## config.mk

```make
export PLATFORM = sky130hd
export DESIGN_NAME = axist_csr_test_seq
export DESIGN_NICKNAME = d
export VERILOG_FILES = /design/src/rtl/axist_csr_test_seq.sv
export SDC_FILE = /design/constraint.sdc
export NUM_CORES = 1
export LEC_CHECK = 0
export ABC_AREA = 0
export CAP_MARGIN = 5
export CORE_MARGIN = 4
export CORE_UTILIZATION = 50
export CTS_CLUSTER_SIZE = 30
export DETAILED_ROUTE_END_ITERATION = 7
export PLACE_DENSITY_LB_ADDON = 0.12
export SETUP_SLACK_MARGIN = 0.4
export SYNTH_ARGS = -nofsm -noshare
export SYNTH_HDL_FRONTEND = slang
export SYNTH_SLANG_ARGS = --single-unit
```

## constraint.sdc

```tcl
create_clock -name clk -period 14.5 [get_ports clk]
set_clock_uncertainty 0.15 [all_clocks]
set_input_delay 2.9 -clock clk [delete_from_list [all_inputs] [get_ports clk]]
set_output_delay 2.9 -clock clk [all_outputs]
set_load 0.02 [all_outputs]
```

## src/rtl/axist_csr_test_seq.sv

```systemverilog
// Autonomous Avalon-MM master that runs one AXI-ST link test through the CSR block.
// Optional: define AXIST_SEQ_RDBACK_EN to read back and verify each configuration write.
module axist_csr_test_seq #(
  parameter logic [31:0] DLY_X_ADDR = 32'h0000_1010,
  parameter logic [31:0] DLY_Y_ADDR = 32'h0000_1014,
  parameter logic [31:0] DLY_Z_ADDR = 32'h0000_1018,
  parameter logic [31:0] CFG_ADDR   = 32'h0000_1000,
  parameter logic [31:0] STAT_ADDR  = 32'h0000_1020,
  parameter int unsigned ONLINE_TMO = 4096,
  parameter int unsigned POLL_GAP   = 16,
  parameter int unsigned POLL_MAX   = 256
) (
  input  logic        clk,
  input  logic        rst,
  input  logic        i_start,
  input  logic [1:0]  i_patgen_sel,
  input  logic [8:0]  i_patgen_cnt,
  input  logic        i_cntuspatt_en,
  input  logic [31:0] i_delay_x,
  input  logic [31:0] i_delay_y,
  input  logic [31:0] i_delay_z,
  input  logic        i_tx_online,
  input  logic        i_rx_online,
  output logic [31:0] o_wr_addr,
  output logic [31:0] o_wrdata,
  output logic        o_wren,
  output logic        o_rden,
  input  logic        i_waitreq,
  input  logic        i_readdatavalid,
  input  logic [31:0] i_readdata,
  output logic        o_busy,
  output logic        o_pass,
  output logic        o_fail,
  output logic        o_timeout,
  output logic [3:0]  o_state
);

  localparam int unsigned TW = $clog2(ONLINE_TMO + 1);
  localparam int unsigned GW = $clog2(POLL_GAP + 1);
  localparam int unsigned PW = $clog2(POLL_MAX + 1);

  typedef enum logic [3:0] {
    S_IDLE        = 4'd0,
    S_WAIT_ONLINE = 4'd1,
    S_WR_DX       = 4'd2,
    S_WR_DY       = 4'd3,
    S_WR_DZ       = 4'd4,
    S_WR_CFG      = 4'd5,
    S_GAP         = 4'd6,
    S_RD_REQ      = 4'd7,
    S_RD_WAIT     = 4'd8,
`ifdef AXIST_SEQ_RDBACK_EN
    S_RB_DX       = 4'd10,
    S_RB_DY       = 4'd11,
    S_RB_DZ       = 4'd12,
    S_RB_CFG      = 4'd13,
`endif
    S_DONE        = 4'd9
  } state_t;

  state_t        state_q, state_d, wr_next;
  logic [31:0]   addr_d, wrdata_d;
  logic          wren_d, rden_d, pass_d, fail_d, tmo_flag_d;
  logic [31:0]   dx_q, dy_q, dz_q, cfg_q, dx_d, dy_d, dz_d, cfg_d;
  logic          online, online_q, online_d;
  logic [TW-1:0] tmo_q, tmo_d;
  logic [GW-1:0] gap_q, gap_d;
  logic [PW-1:0] poll_q, poll_d;
  logic          advance;

  assign online  = i_tx_online & i_rx_online;
  assign o_busy  = (state_q != S_IDLE) && (state_q != S_DONE);
  assign o_state = state_q;

`ifndef AXIST_SEQ_RDBACK_EN
  logic rd_unused;
  assign rd_unused = ^i_readdata[31:2];
`endif

  // Write that follows the one just completed (and verified, when readback is built in).
  always_comb begin
    case (state_q)
      S_WR_DX:  wr_next = S_WR_DY;
      S_WR_DY:  wr_next = S_WR_DZ;
      S_WR_DZ:  wr_next = S_WR_CFG;
`ifdef AXIST_SEQ_RDBACK_EN
      S_RB_DX:  wr_next = S_WR_DY;
      S_RB_DY:  wr_next = S_WR_DZ;
      S_RB_DZ:  wr_next = S_WR_CFG;
`endif
      default:  wr_next = S_GAP;
    endcase
  end

  always_comb begin
    state_d    = state_q;
    addr_d     = o_wr_addr;
    wrdata_d   = o_wrdata;
    wren_d     = o_wren;
    rden_d     = o_rden;
    pass_d     = o_pass;
    fail_d     = o_fail;
    tmo_flag_d = o_timeout;
    dx_d       = dx_q;
    dy_d       = dy_q;
    dz_d       = dz_q;
    cfg_d      = cfg_q;
    online_d   = 1'b0;
    tmo_d      = tmo_q;
    gap_d      = '0;
    poll_d     = poll_q;
    advance    = 1'b0;
    case (state_q)
      S_IDLE, S_DONE: begin
        if (i_start) begin
          dx_d       = i_delay_x;
          dy_d       = i_delay_y;
          dz_d       = i_delay_z;
          cfg_d      = {19'd0, i_cntuspatt_en, i_patgen_cnt, i_patgen_sel, 1'b1};
          pass_d     = 1'b0;
          fail_d     = 1'b0;
          tmo_flag_d = 1'b0;
          tmo_d      = '0;
          poll_d     = '0;
          state_d    = S_WAIT_ONLINE;
        end
      end
      S_WAIT_ONLINE: begin
        online_d = online;
        if (online && online_q) begin
          state_d  = S_WR_DX;
          wren_d   = 1'b1;
          addr_d   = DLY_X_ADDR;
          wrdata_d = dx_q;
        end else if (tmo_q >= TW'(ONLINE_TMO - 1)) begin
          tmo_flag_d = 1'b1;
          state_d    = S_DONE;
        end else begin
          tmo_d = tmo_q + 1'b1;
        end
      end
      S_WR_DX, S_WR_DY, S_WR_DZ, S_WR_CFG: begin
        if (!i_waitreq) begin
`ifdef AXIST_SEQ_RDBACK_EN
          // Readback states sit at write encoding + 8; address and data stay on the bus.
          wren_d  = 1'b0;
          rden_d  = 1'b1;
          state_d = state_t'(state_q + 4'd8);
`else
          advance = 1'b1;
`endif
        end
      end
`ifdef AXIST_SEQ_RDBACK_EN
      S_RB_DX, S_RB_DY, S_RB_DZ, S_RB_CFG: begin
        if (o_rden) begin
          if (!i_waitreq) rden_d = 1'b0;
        end else if (i_readdatavalid) begin
          if (i_readdata == o_wrdata) begin
            advance = 1'b1;
          end else begin
            fail_d  = 1'b1;
            state_d = S_DONE;
          end
        end
      end
`endif
      S_GAP: begin
        if (gap_q == GW'(POLL_GAP - 1)) begin
          state_d = S_RD_REQ;
          rden_d  = 1'b1;
          addr_d  = STAT_ADDR;
        end else begin
          gap_d = gap_q + 1'b1;
        end
      end
      S_RD_REQ: begin
        if (!i_waitreq) begin
          rden_d  = 1'b0;
          state_d = S_RD_WAIT;
        end
      end
      S_RD_WAIT: begin
        if (i_readdatavalid) begin
          if (poll_q != PW'(POLL_MAX)) poll_d = poll_q + 1'b1;
          if (i_readdata[1]) begin
            pass_d  = i_readdata[0];
            fail_d  = !i_readdata[0];
            state_d = S_DONE;
          end else if (poll_d == PW'(POLL_MAX)) begin
            tmo_flag_d = 1'b1;
            state_d    = S_DONE;
          end else begin
            state_d = S_GAP;
          end
        end
      end
      default: state_d = S_IDLE;
    endcase

    if (advance) begin
      state_d = wr_next;
      wren_d  = (wr_next != S_GAP);
      case (wr_next)
        S_WR_DY:  begin addr_d = DLY_Y_ADDR; wrdata_d = dy_q;  end
        S_WR_DZ:  begin addr_d = DLY_Z_ADDR; wrdata_d = dz_q;  end
        S_WR_CFG: begin addr_d = CFG_ADDR;   wrdata_d = cfg_q; end
        default:  ;
      endcase
    end
  end

  always_ff @(posedge clk or posedge rst) begin
    if (rst) begin
      state_q   <= S_IDLE;
      o_wr_addr <= '0;
      o_wrdata  <= '0;
      o_wren    <= 1'b0;
      o_rden    <= 1'b0;
      o_pass    <= 1'b0;
      o_fail    <= 1'b0;
      o_timeout <= 1'b0;
      dx_q      <= '0;
      dy_q      <= '0;
      dz_q      <= '0;
      cfg_q     <= '0;
      online_q  <= 1'b0;
      tmo_q     <= '0;
      gap_q     <= '0;
      poll_q    <= '0;
    end else begin
      state_q   <= state_d;
      o_wr_addr <= addr_d;
      o_wrdata  <= wrdata_d;
      o_wren    <= wren_d;
      o_rden    <= rden_d;
      o_pass    <= pass_d;
      o_fail    <= fail_d;
      o_timeout <= tmo_flag_d;
      dx_q      <= dx_d;
      dy_q      <= dy_d;
      dz_q      <= dz_d;
      cfg_q     <= cfg_d;
      online_q  <= online_d;
      tmo_q     <= tmo_d;
      gap_q     <= gap_d;
      poll_q    <= poll_d;
    end
  end

endmodule
```

Figure 1. Cell sizes after repair.
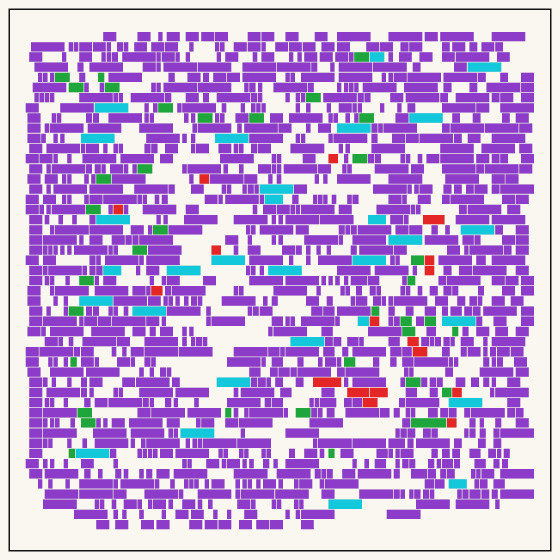
[red] drive 3 to 4 | cells: 17 | share: 1.4%
[purple] drive 1 or less | cells: 1094 | share: 93%
[green] drive 2 | cells: 36 | share: 3.1%
[cyan] drive 6 and up | cells: 29 | share: 2.5%
area grow syn2layout: 29.5%
area of all placed cells without fillers: 12100 sq um

Figure 2. Cell outlines without signal wires.
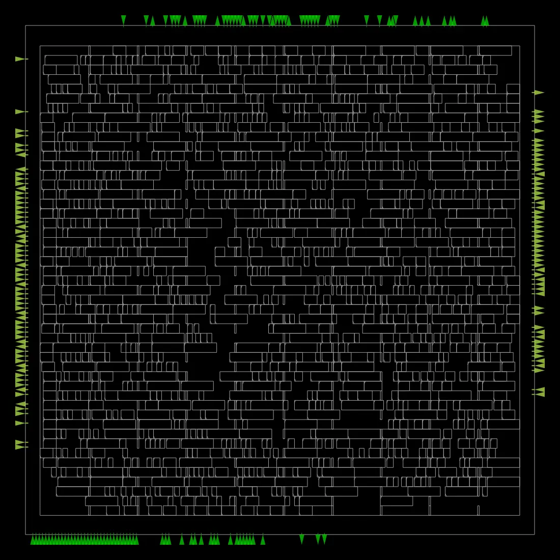
FILL cells: 1530
non-filler cells in the finished layout: 1405
register fraction of the total cell area: 43.6%
number of tap cells inserted: 229

Figure 3. Nets reached from selected ports.
Scale bar: 50 um.
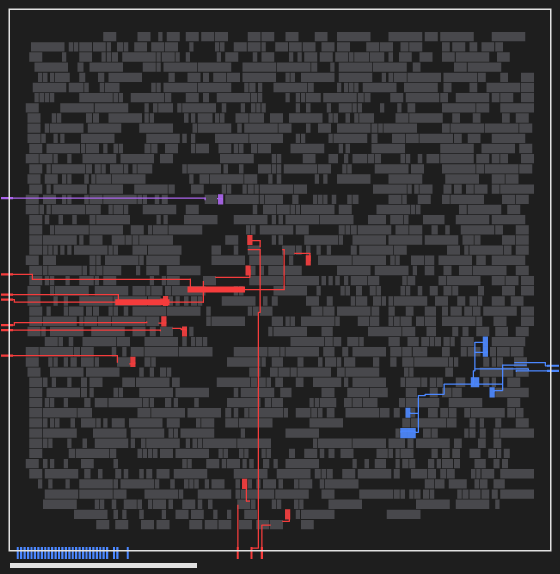
[blue] i_readdata | bits: 32 | direction: input | edge: 30 bottom, 2 right | end cells: 7 | buffers: 2 | wire: 110 um
[red] i_patgen_cnt | bits: 9 | direction: input | edge: 6 left, 3 bottom | end cells: 9 | buffers: 9 | wire: 439 um
[purple] i_cntuspatt_en | bits: 1 | direction: input | edge: left | end cells: 1 | buffers: 1 | wire: 54.0 um

Figure 4. Cell classes on the final placement.
Fill, decap, tap and diode cells in gray.
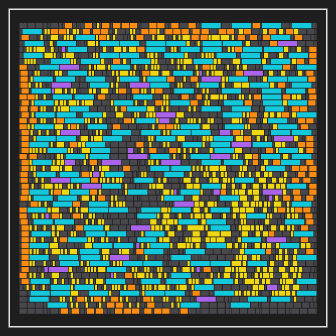
[purple] clock drivers and dummy loads | cells: 40
[yellow] all other logic | cells: 728
[cyan] flip-flops | cells: 210
[orange] other buffers and delay cells | cells: 198
Site Rows: 49
core box area: 18100 sq um
Core Util, Final: 66.5%

==> run notes <==
Observations from the implementation run.

STA:
- The run gives the transition time of the tightest slew-check pin as 1080 ps.
- The run gives the worst-case headroom to the max-slew limit as 28.1%.
- The run puts the number of setup violations in the final report at 0.
- The run gives the time the final worst path needs with I/O delays and setup as 5850 ps.

Die:
- The run puts the top-level port count at 221.
- For this configuration, the core starts out at a cell density of 51.3%.
- The run puts the die outline area at 20900 sq um.
- The floorplan step set the die height to 145 um.

Pwr:
- The run puts the combinational cell power at 0.000733 W.
- The run puts the cell internal power dissipation at 0.00142 W.
- The largest part of the power goes to registers.
- The run gives the fraction of power spent switching nets as 35.2%.
- The run puts the part of the power in registers at 41.7%.
- The run gives the total chip power as 0.00219 W.

Worst setup path:
- The run gives the start point of the critical path as o_state[0].
- The run gives the worst stage delay on the critical path as 610 ps.
- The run puts the data required time at the worst endpoint at 11450 ps.
- In the setup report, the worst path falls into the class flip-flop to output pin.
- The run gives the capturing element of the worst setup path as o_busy.
- The endpoint identified for the worst register-to-register timing path is tmo_q[5].
- The run gives the number of cells on the worst reg-to-reg path as 8.
- The run puts the worst-case register-to-register setup slack at 10420 ps.

Layout:
- The run gives the number of sequential cells in the layout as 210.
- The run gives the fraction of cell area in non-clock buffers as 16.3%.
- The run puts the portion of the layout cell area used by clock cells at 5.81%.

Clocking:
- CTS placed an instance of clkbuf_16 at the clock tree root.
- The run puts the post-cts gate resize count at 0.
- The run puts the post-CTS repair timing setup buffer count at 0.
- TritonCTS built the clock tree.
- The run puts the number of H-tree levels at 1.

Placed design:
- The run gives the total half-perimeter wirelength after legalization and detailed placement as 14300 um.

Routing:
- Summed over all layers, the routed wires come to 22400 um.

Flow run:
- The run puts the number of warnings the tools reported at 61.

Global route:
- The initial antenna violation count was 2.
- The run gives the all-layer global routing usage as 21.1%.

Logic synthesis:
- In the post-synthesis netlist, the biggest area contributors are dfrtp_1, nand2_1, mux2i_1.
- The commonest register cell is dfrtp_1.
- Yosys mapped a number of flops with a built-in enable equal to 0.
- The run puts the per-instance average area after synthesis at 9.37 sq um.
- The run gives the sequential-to-total area share from yosys stat as 56.4%.
- The run gives the Yosys chip area as 9320 sq um.
- The synthesized netlist handed to floorplanning was reported with a cell count of 994.

Min path:
- The endpoint of the worst hold path is reported as dy_q[21].

Outcome:
- The run finished with clean final reports.
-- metal layers --
layer	global-route usage, %	routed length (um)	vias to the layer above
met5	0	26	-
met4	4.07	355	4
met3	5.82	1610	32
met2	33.5	10300	172
met1	29.4	10100	3467
li1	-	-	3593
-- layout by cell type (no fill, tap or decap), types with 4 or more instances in the layout --
master and instances:
and2_1 32, mux2_2 21, nand2_1 372, a21oi_1 9, or3_1 5, buf_4 8, dfrtp_1 209, ha_1 4
nand3_1 29, clkinv_2 6, xor2_1 10, nor3_1 5, clkbuf_1 4, and3_1 8, clkbuf_8 4, clkdlybuf4s50_1 190
nor2b_1 4, nand2b_1 10, nor2_1 28, nand4_1 6, o21ai_0 77, mux2i_1 48, and4_1 5, inv_1 8
clkbuf_16 23
-- cell families after synthesis --
| logic type | count (synthesis) | synth area share [%] |
|---|---|---|
| fa+ha+maj | 4 | 0.537 |
| xor+xnor | 12 | 1.13 |
| simple gates | 519 | 24.1 |
| mux | 69 | 7.70 |
| buf+inv | 65 | 2.89 |
| compound gates | 115 | 7.28 |
| flops | 210 | 56.4 |
-- per-stage QoR --
stage	instance area, sq um	instances	hold WS (ps)	worst slack, ps	util (%)
6_report	12100	1405	316	8650	66.5
4_1_cts	12100	1405	321	8610	66.5
2_1_floorplan	9320	994	282	5710	-
3_3_place_gp	11400	1365	298	8660	62.6
5_1_grt	12100	1405	337	8480	66.5
3_5_place_dp	11400	1365	307	8630	62.6
-- state kept, by name (all words and copies together), names as in the netlist, 4 cells and up --
signal,cells
poll_q,9
o_state,4
cfg_q,13
dy_q,32
dx_q,32
tmo_q,13
dz_q,32
o_wrdata,32
o_wr_addr,32
gap_q,5
-- critical path: cells and delay by family, from the launching register on --
family	cells	cell delay (ps)
and+or+nand+nor	2	730
DFF	1	350
buffers and inverters	2	1210
No activity file was given, so power comes from the tool's default toggle rates.
